<file path="src/rtl/fp_normalize_pack.sv">
// fp_normalize_pack
//   Multi-cycle normaliser / rounder / packer for IEEE-754 results coming
//   out of the FP datapath. Normalisation runs one binary-search shift stage
//   per clock. Rounding is round-to-nearest, ties-to-even.
//
// States
//   IDLE  | waiting for an operand, in_ready high
//   PRE   | specials (NaN/Inf/zero) resolved, carry bit folded down
//   NORM  | one left-shift stage of 2^k per clock, k counts down to 0
//   ROUND | guard/sticky rounding, overflow/denormal packing
//   DONE  | result presented until out_ready
//
// Ports
//   clk, rst_n          clock, asynchronous active-low reset
//   in_valid / in_ready operand handshake
//   in_sign, in_exp     sign and biased exponent of the hidden-bit position
//   in_man              magnitude: [EXT_BIT-1] carry, [EXT_BIT-2] hidden bit
//   in_nan, in_inf      force quiet NaN / signed infinity
//   out_valid/out_ready result handshake
//   out                 packed IEEE word
//   out_flags           {overflow, underflow, inexact}

module fp_normalize_pack #(
    parameter int LOG_BIT   = 5,
    parameter int EXP_BIT   = 8,
    parameter int N_BIT     = 1 << LOG_BIT,
    parameter int MAN_BIT   = N_BIT - EXP_BIT - 1,
    parameter int EXT_BIT   = 2 * MAN_BIT + 4,
    parameter int SH_STAGES = $clog2(EXT_BIT)
) (
    input  logic               clk,
    input  logic               rst_n,
    input  logic               in_valid,
    output logic               in_ready,
    input  logic               in_sign,
    input  logic [EXP_BIT:0]   in_exp,
    input  logic [EXT_BIT-1:0] in_man,
    input  logic               in_nan,
    input  logic               in_inf,
    output logic               out_valid,
    input  logic               out_ready,
    output logic [N_BIT-1:0]   out,
    output logic [2:0]         out_flags
);

    // One bit of headroom above the input exponent width so the carry
    // increment of a maximal in_exp cannot wrap.
    localparam int EXPW = EXP_BIT + 2;
    localparam int KW   = (SH_STAGES > 1) ? $clog2(SH_STAGES) : 1;
    localparam int SW   = SH_STAGES + 1;
    localparam int RW   = EXPW + MAN_BIT;

    localparam logic [EXPW-1:0]  EXP_MAX   = EXPW'((1 << EXP_BIT) - 1);
    localparam logic [N_BIT-1:0] QNAN_WORD = {1'b0, {EXP_BIT{1'b1}}, 1'b1, {(MAN_BIT-1){1'b0}}};

    typedef enum logic [2:0] {
        IDLE,
        PRE,
        NORM,
        ROUND,
        DONE
    } state_t;

    state_t             state_q, state_d;
    logic               sign_q, sign_d;
    logic [EXPW-1:0]    exp_q, exp_d;
    logic [EXT_BIT-1:0] man_q, man_d;
    logic [KW-1:0]      k_q, k_d;
    logic               nan_q, nan_d;
    logic               inf_q, inf_d;
    logic [N_BIT-1:0]   out_q, out_d;
    logic [2:0]         flags_q, flags_d;

    // Normalise stage helpers: s = 2^k, and a mask covering the top s bits
    // from the hidden position downward.
    logic [SW-1:0]      s_sh;
    logic [EXPW-1:0]    s_exp;
    logic [EXT_BIT-2:0] norm_mask;
    logic               top_zero;

    assign s_sh      = SW'(1) << k_q;
    assign s_exp     = EXPW'(s_sh);
    assign norm_mask = ~({(EXT_BIT-1){1'b1}} >> s_sh);
    assign top_zero  = (man_q[EXT_BIT-2:0] & norm_mask) == '0;

    // Rounding helpers
    logic               hid;
    logic [MAN_BIT-1:0] frac;
    logic               guard;
    logic               sticky;
    logic               inc;
    logic [EXPW-1:0]    exp_field;
    logic [RW-1:0]      rsum;
    logic [EXPW-1:0]    rexp;
    logic               ovf;

    assign hid       = man_q[EXT_BIT-2];
    assign frac      = man_q[EXT_BIT-3 -: MAN_BIT];
    assign guard     = man_q[EXT_BIT-3-MAN_BIT];
    assign sticky    = |man_q[EXT_BIT-4-MAN_BIT:0];
    assign inc       = guard & (frac[0] | sticky);
    assign exp_field = hid ? exp_q : '0;
    // Increment on the joined {exponent, fraction}: a fraction carry bumps
    // the exponent, and a denormal carry becomes the smallest normal.
    assign rsum      = {exp_field, frac} + RW'(inc);
    assign rexp      = rsum[RW-1 -: EXPW];
    assign ovf       = rexp >= EXP_MAX;

    always_ff @(posedge clk or negedge rst_n) begin
        if (!rst_n) begin
            state_q <= IDLE;
            sign_q  <= 1'b0;
            exp_q   <= '0;
            man_q   <= '0;
            k_q     <= '0;
            nan_q   <= 1'b0;
            inf_q   <= 1'b0;
            out_q   <= '0;
            flags_q <= '0;
        end else begin
            state_q <= state_d;
            sign_q  <= sign_d;
            exp_q   <= exp_d;
            man_q   <= man_d;
            k_q     <= k_d;
            nan_q   <= nan_d;
            inf_q   <= inf_d;
            out_q   <= out_d;
            flags_q <= flags_d;
        end
    end

    always_comb begin
        state_d = state_q;
        sign_d  = sign_q;
        exp_d   = exp_q;
        man_d   = man_q;
        k_d     = k_q;
        nan_d   = nan_q;
        inf_d   = inf_q;
        out_d   = out_q;
        flags_d = flags_q;

        case (state_q)
            IDLE: begin
                if (in_valid) begin
                    sign_d  = in_sign;
                    exp_d   = EXPW'(in_exp);
                    man_d   = in_man;
                    nan_d   = in_nan;
                    inf_d   = in_inf;
                    state_d = PRE;
                end
            end
            PRE: begin
                if (nan_q) begin
                    out_d   = QNAN_WORD;
                    flags_d = '0;
                    state_d = DONE;
                end else if (inf_q) begin
                    out_d   = {sign_q, {EXP_BIT{1'b1}}, {MAN_BIT{1'b0}}};
                    flags_d = '0;
                    state_d = DONE;
                end else if (man_q == '0) begin
                    out_d   = {sign_q, {(N_BIT-1){1'b0}}};
                    flags_d = '0;
                    state_d = DONE;
                end else begin
                    if (man_q[EXT_BIT-1]) begin
                        // Keep the dropped bit alive as sticky in bit 0.
                        man_d = {1'b0, man_q[EXT_BIT-1:2], man_q[1] | man_q[0]};
                        exp_d = exp_q + EXPW'(1);
                    end
                    k_d     = KW'(SH_STAGES - 1);
                    state_d = NORM;
                end
            end
            NORM: begin
                // The exp > s guard stops at exponent 1, leaving a denormal.
                if (top_zero && (exp_q > s_exp)) begin
                    man_d = man_q << s_sh;
                    exp_d = exp_q - s_exp;
                end
                if (k_q == '0) begin
                    state_d = ROUND;
                end else begin
                    k_d = k_q - KW'(1);
                end
            end
            ROUND: begin
                if (ovf) begin
                    out_d = {sign_q, {EXP_BIT{1'b1}}, {MAN_BIT{1'b0}}};
                end else begin
                    out_d = {sign_q, rexp[EXP_BIT-1:0], rsum[MAN_BIT-1:0]};
                end
                flags_d = {ovf, (!ovf) && (rexp == '0), guard | sticky | ovf};
                state_d = DONE;
            end
            DONE: begin
                if (out_ready) begin
                    state_d = IDLE;
                end
            end
            default: begin
                state_d = IDLE;
            end
        endcase
    end

    assign in_ready  = (state_q == IDLE);
    assign out_valid = (state_q == DONE);
    assign out       = out_q;
    assign out_flags = flags_q;

endmodule

</file>
<file path="config.mk">
export PLATFORM = sky130hd
export DESIGN_NAME = fp_normalize_pack
export DESIGN_NICKNAME = d
export VERILOG_FILES = /design/src/rtl/fp_normalize_pack.sv
export SDC_FILE = /design/constraint.sdc
export NUM_CORES = 1
export LEC_CHECK = 0
export ABC_CLOCK_PERIOD_IN_PS = 8300
export CORE_MARGIN = 2
export CORE_UTILIZATION = 63
export CTS_CLUSTER_SIZE = 16
export DETAILED_ROUTE_END_ITERATION = 10
export PLACE_DENSITY = 0.85
export SLEW_MARGIN = 20
export SYNTH_ARGS = -nofsm -noshare
export SYNTH_HDL_FRONTEND = slang
export SYNTH_SLANG_ARGS = --single-unit
</file>
<file path="constraint.sdc">
create_clock -name clk -period 8.3 [get_ports clk]
set_clock_uncertainty 0.15 [all_clocks]
set_input_delay 1.245 -clock clk [delete_from_list [all_inputs] [get_ports clk]]
set_output_delay 1.245 -clock clk [all_outputs]
set_load 0.005 [all_outputs]
</file>
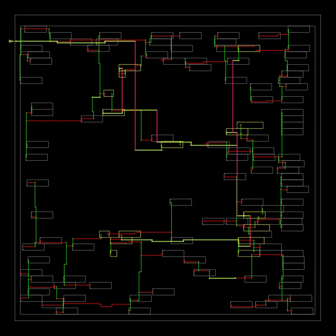
(images/clock_nets.png)
Layout clock buffers: 9
Clk. pwr: 0.517 mW
Num CTS Buffers: 9
clk_lat worst skew: 0.37 ns

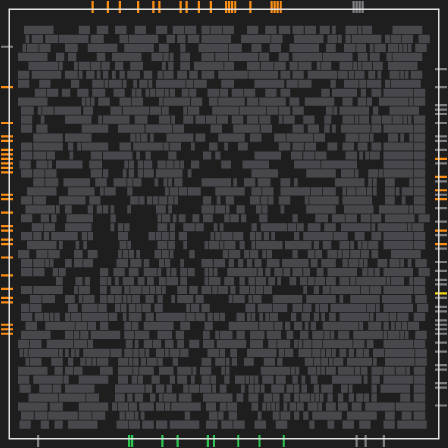
(images/pinout.png)
Pins as bars across the die edge, other pins in gray.
legend:
  orange:
    port: in_man
    pins: 50
    direction: input
    edge: 25 left, 19 top, 6 right
  yellow:
    port: in_nan
    pins: 1
    direction: input
    edge: right
  green:
    port: in_exp
    pins: 9
    direction: input
    edge: bottom
all pins by edge: 41 right, 26 left, 23 top, 13 bottom

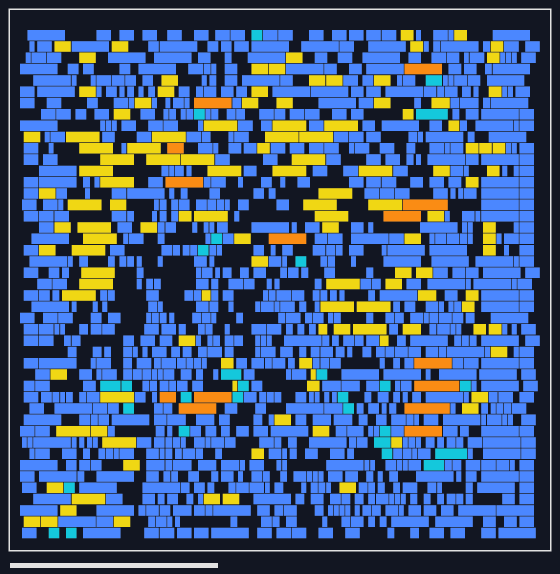
(images/sizing.png)
Scale bar: 50 µm.
legend:
  yellow:
    size: x2
    cells: 124
  cyan:
    size: x3 and x4
    cells: 28
  blue:
    size: x1 and smaller
    cells: 978
  orange:
    size: x6 and larger
    cells: 14

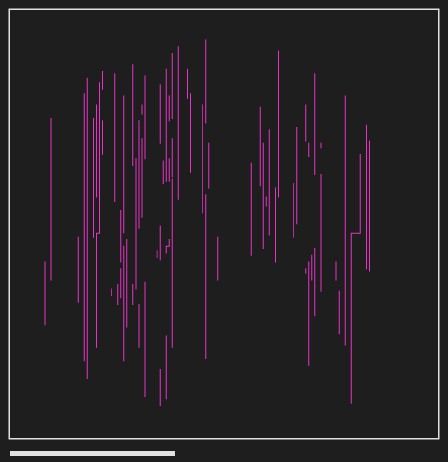
(images/m4.png)
Scale bar: 50 µm.
nets with wire on the layer: 60
wire length on this layer: 1850 µm

==> run notes <==
impl run done, here's what came out: critical path startpoint category flip-flop, postcts setup bufs 0, CTS tree yes, Vias between 10000 and 15000, CP Capture Type flip-flop, Worst R2R Setup Slack between 2 and 3 ns, WL met1 approximately 13000 µm, Max-area cell share a little over a quarter, dominant cells by area after synthesis dfrtp_1 26%, mux4_2 8.6%, mux2i_1 7.3%, mux2_2 5.5%, nand2_1 4.8%, PD cells about 430 nW/µm², async set or reset register ratio after synthesis 100%, largest net degree at the start of global routing between 60 and 70, initial antenna violation count 0, Avg Cell Area, Syn roughly 9 µm², outcome complete, no violations, fmax approximately 0.19 GHz, Post-synth EDFFs 0, n_diodes 0, nets@finish 1218, main flop type after synthesis dfrtp_1, # DRC 0, maximum VDD drop 0.261 mV, H-Tree Depth 3, r2r endpoint man_q[43]$_DFFE_PN0P_, drt wl/cell roughly 25 µm, critical path type reg2reg, dpl cells ~1300, First-pass DRT Iterations 7, ys flops between 100 and 150, first-pass GRT wire length about 53000 µm, drt via density approximately 7.4, vias in the first global route slightly above 9000, routed wl met3 between 4000 and 5000 µm, pins over their slew limit 0, Placeable Area about 15000 µm², Yosys Chip Area about 10000 µm², Die Wd approximately 130 µm, max_cap viols 0, Pleak about 4.4 nW, Total GRT Usage around 41%, Worst EP arrival around 5.4 ns, syn_nets around 1200, final wirelength 34200 µm, clock-pin slew on the worst setup and hold paths around 0.07 ns, Mapped Area 9970 µm², crit path to man_q[43]$_DFFE_PN0P_, clock period minus worst slack around 5.3 ns, Top Layout Cells 128 x nand2_1, 104 x dfrtp_1, 101 x clkdlybuf4s50_1, Hold Crit Class reg2reg, Final HPWL DP about 24000 µm, cycle use final 64.1%, area leader, netlist dfrtp_1, clock tree sinks 104, # hold bufs at CTS 0, metal2 WL between 10000 and 15000 µm, tool warnings 30, GP Congestion between 0.9 and 1, relative max-transition margin a little under a fifth, yosys cell count 1131, Reg-to-Reg Start k_q[2]$_DFFE_PN0P_, FP Util approximately two thirds, 1st-iter DRT viols about 1700, R2R depth 12, Unique cell types 83, Mapped Cells between 1000 and 1500, fillers approximately 1200, IO buf count between 100 and 150, worst-margin pin slew 1.18 ns, WP data required 8.39 ns, Pwr Total 4.83 mW, Highest Signal Layer met4, Final Hold Viols 0, non-filler cells, final roughly 1400, Setup crit start k_q[2]$_DFFE_PN0P_, CTS resizes 0, Final Setup Violations 0, total gr overflow 0
## registers in the layout, indices dropped and copies added (netlist names)
| register | flops |
|---|---|
| exp_q | 10 |
| inf_q | 1 |
| nan_q | 1 |
| state_q | 3 |
| out_flags | 3 |
| sign_q | 1 |
| man_q | 50 |
| k_q | 3 |
| out | 32 |
## critical path, stage by stage (launching register included)
cell and delay (ns):
dfrtp_1 0.62, buf_4 0.47, and2_1 0.37, clkinv_1 0.32, ha_1 0.43, nand4b_1 0.13
nor4_1 0.07, a32o_1 0.26, nor4_1 0.28, o311a_1 0.41, o21a_2 0.81, buf_4 0.45
mux2_2 0.38
## cells by family after synthesis
family	after synthesis	share of synthesized area, %
AND/OR/NAND/NOR	337	17.0
flip-flops	104	26.1
XOR/XNOR	38	3.34
adder cells (fa/ha/maj)	13	1.63
multiplexers	162	21.7
buffers and inverters	157	7.01
AND-OR/OR-AND	320	23.2
## worst min path at each step
stage                                   from  depth (start not counted)                       end
finish                   out[16]$_DFFE_PN0P_                          2       out[16]$_DFFE_PN0P_
global route             out[16]$_DFFE_PN0P_                          2       out[16]$_DFFE_PN0P_
CTS                      out[16]$_DFFE_PN0P_                          2       out[16]$_DFFE_PN0P_
detailed placement        out[4]$_DFFE_PN0P_                          2        out[4]$_DFFE_PN0P_
global placement         out[18]$_DFFE_PN0P_                          2       out[18]$_DFFE_PN0P_
floorplan           out_flags[1]$_DFFE_PN0P_                          2  out_flags[1]$_DFFE_PN0P_
## final cells by class
type / count / area (µm²) / share of cell area, %
repair buffers: 120 / 1150 / 10.3
inverters: 34 / 128 / 1.14
clock inverters: 7 / 128 / 1.14
clock buffers: 9 / 225 / 2.01
multi-input cells: 870 / 6700 / 59.8
flip-flops and latches: 104 / 2600 / 23.2
well taps: 211 / 264 / 2.36
## synthesized netlist by cell type (9+ instances only)
cell type / number
nand4_1: 15
mux2i_1: 73
a21oi_1: 52
buf_2: 32
o21ai_2: 18
a222oi_1: 16
nor4_1: 15
mux2_2: 49
dfrtp_1: 104
clkbuf_1: 67
nor2_1: 48
a221oi_1: 10
a22oi_1: 35
nand3_1: 37
inv_1: 29
nor3_1: 20
nand2_1: 128
a211o_1: 12
and2_1: 16
xnor2_1: 24
o21ai_0: 54
mux4_2: 38
ha_1: 13
a31oi_1: 12
a21o_1: 9
xor2_1: 14
buf_4: 10
o211ai_1: 16
## power by group
group	internal, mW	switching [mW]
sequential	0.751	0.582
combinational	1.34	1.63
clock	0.300	0.218
## through the flow
step                instance area [µm²]  hold WS (ns)  util [%]  setup WS [ns]
floorplan                          9970         0.323         -           4.12
global placement                  10800         0.310      70.8           3.24
detailed placement                10800         0.315      70.8           3.11
CTS                               11200         0.331      73.1           3.09
global route                      11200         0.354      73.1           2.63
finish                            11200         0.326      73.1           2.98
## layer usage
| metal | track usage (%) | vias up |
|---|---|---|
| met4 | 20.6 | 0 |
| met2 | 62.2 | 797 |
| li1 | - | 4326 |
| met5 | 0 | - |
| met1 | 56.6 | 4748 |
| met3 | 9.10 | 153 |
Power is estimated from default activity; no workload was simulated.
